==> config.mk <==
export PLATFORM = sky130hd
export DESIGN_NAME = fx_chain_switcher
export DESIGN_NICKNAME = d
export VERILOG_FILES = /design/src/rtl/fx_chain_switcher.sv
export SDC_FILE = /design/constraint.sdc
export NUM_CORES = 2
export LEC_CHECK = 0
export CAP_MARGIN = 20
export CORE_ASPECT_RATIO = 1.2
export CORE_MARGIN = 4
export CORE_UTILIZATION = 45
export CTS_CLUSTER_DIAMETER = 150
export DETAILED_ROUTE_END_ITERATION = 6
export PLACE_DENSITY = 0.65
export SYNTH_ARGS = -nofsm -noshare
export SYNTH_HDL_FRONTEND = slang
export SYNTH_SLANG_ARGS = --single-unit
export TNS_END_PERCENT = 1
==> constraint.sdc <==
create_clock -name clk_i -period 8.16 [get_ports clk_i]
set_input_delay 2.04 -clock clk_i [delete_from_list [all_inputs] [get_ports clk_i]]
set_output_delay 2.04 -clock clk_i [all_outputs]
set_load 0.005 [all_outputs]
**Routed clock nets over the placement**

Drawn at 1.5 px/um.
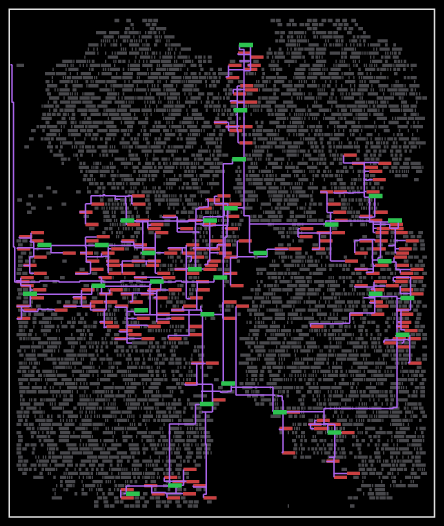
Green marks clock drivers, count 30. Red marks flip-flops, count 229. Purple marks clock wires, length 4,060 um.
There are 31 routed clock nets.
Late-Pin Clk Latency: 590 ps
clock skew after layout: 20.13 ps

**Cells colored by class**

Drawn at 1 px/um.
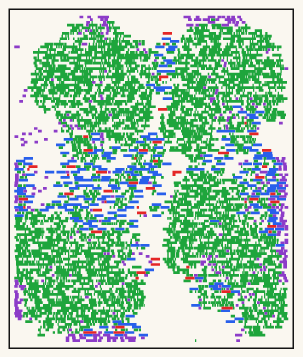
Purple marks remaining buffers and delay cells, cells 372. Blue marks sequential cells, cells 229. Red marks clock drivers and dummy loads, cells 56. Green marks combinational and other logic, cells 3,954.
number of placement rows: 120
Seq area share: 0.1249
Final Util: 0.5130
Design Area, Final: 45,910 um^2
core area: 89,490 um^2

==> summary.txt <==
Figures from the flow reports.

Placement:
- The run gives the number of cells in the design after placement as 5,714.
- The run gives the number of buffer cells added on primary ports as 242.
- The HPWL after detailed placement is 86.79 mm.

Logic synthesis:
- The run puts the average footprint of a synthesized cell at 9.366 um^2.
- The run gives the largest non-sequential cell family by area as adder cells.
- The synthesis report names the predominant flop master as dfrtp_1.

Global routing:
- The run puts the pin count of the biggest net entering global routing at 100.

Finish:
- The run gives the most instantiated logic cell after routing as inv_1.
- The run gives the proportion of layout cells with a drive suffix above 1 as 0.06419.

Worst setup path:
- The run gives the count of buffering cells on the critical path with inverters included as 6.
- The run puts the depth of the critical timing path with buffers and inverters included at 22.

CTS:
- The run puts the count of hold-fix buffers inserted at cts at 0.
- The longest clock path from root to sink contains 3 buffers.

Job:
- The run gives the stage-log warning count as 41.

Timing:
- The run gives the number of pins exceeding their max-slew limit in the final report as 0.

Detailed routing:
- The run gives the number of violations reported at the end of detailed-routing iteration 0 as 1,678.

Outcome:
- The flow ran to the end, and the final reports show no timing, DRC or antenna violations.
## through the flow
stage / hold slack [ps] / setup TNS (ps)
after floorplan: 331.2 / 0
after global placement: 333.4 / -19.57
after detailed placement: 338.6 / -124.8
after CTS: 348.2 / 0
after global routing: 357.0 / 0
final: 349.2 / 0
## area by class of cell
| type | instances | share of cell area |
|---|---|---|
| antenna | 5 | 0.0002725 |
| clock buffer | 42 | 0.01867 |
| clock inverter | 14 | 0.003679 |
| inverter | 976 | 0.07980 |
| multi-input combinational | 2978 | 0.6670 |
| sequential | 229 | 0.1249 |
| tap | 1159 | 0.03159 |
| timing repair buffer | 372 | 0.07408 |
## kinds of logic (layout without fill, tap and decap cells)
group / after synthesis / count (layout)
other: 1 / 6
DFF: 229 / 229
and+or+nand+nor: 1323 / 1323
adders and majority gates: 1087 / 1087
AOI/OAI and AO/OA: 233 / 233
xor gates and xnor gates: 244 / 244
buffers and inverters: 1139 / 1404
muxes: 90 / 90
## layer usage
metal / track usage / vias up / part of all wire
li1: - / 13410 / -
met1: 0.2874 / 15110 / 0.39
met2: 0.4215 / 775 / 0.52
met3: 0.03667 / 189 / 0.059
met4: 0.07495 / 4 / 0.035
met5: 0 / - / 0.00022
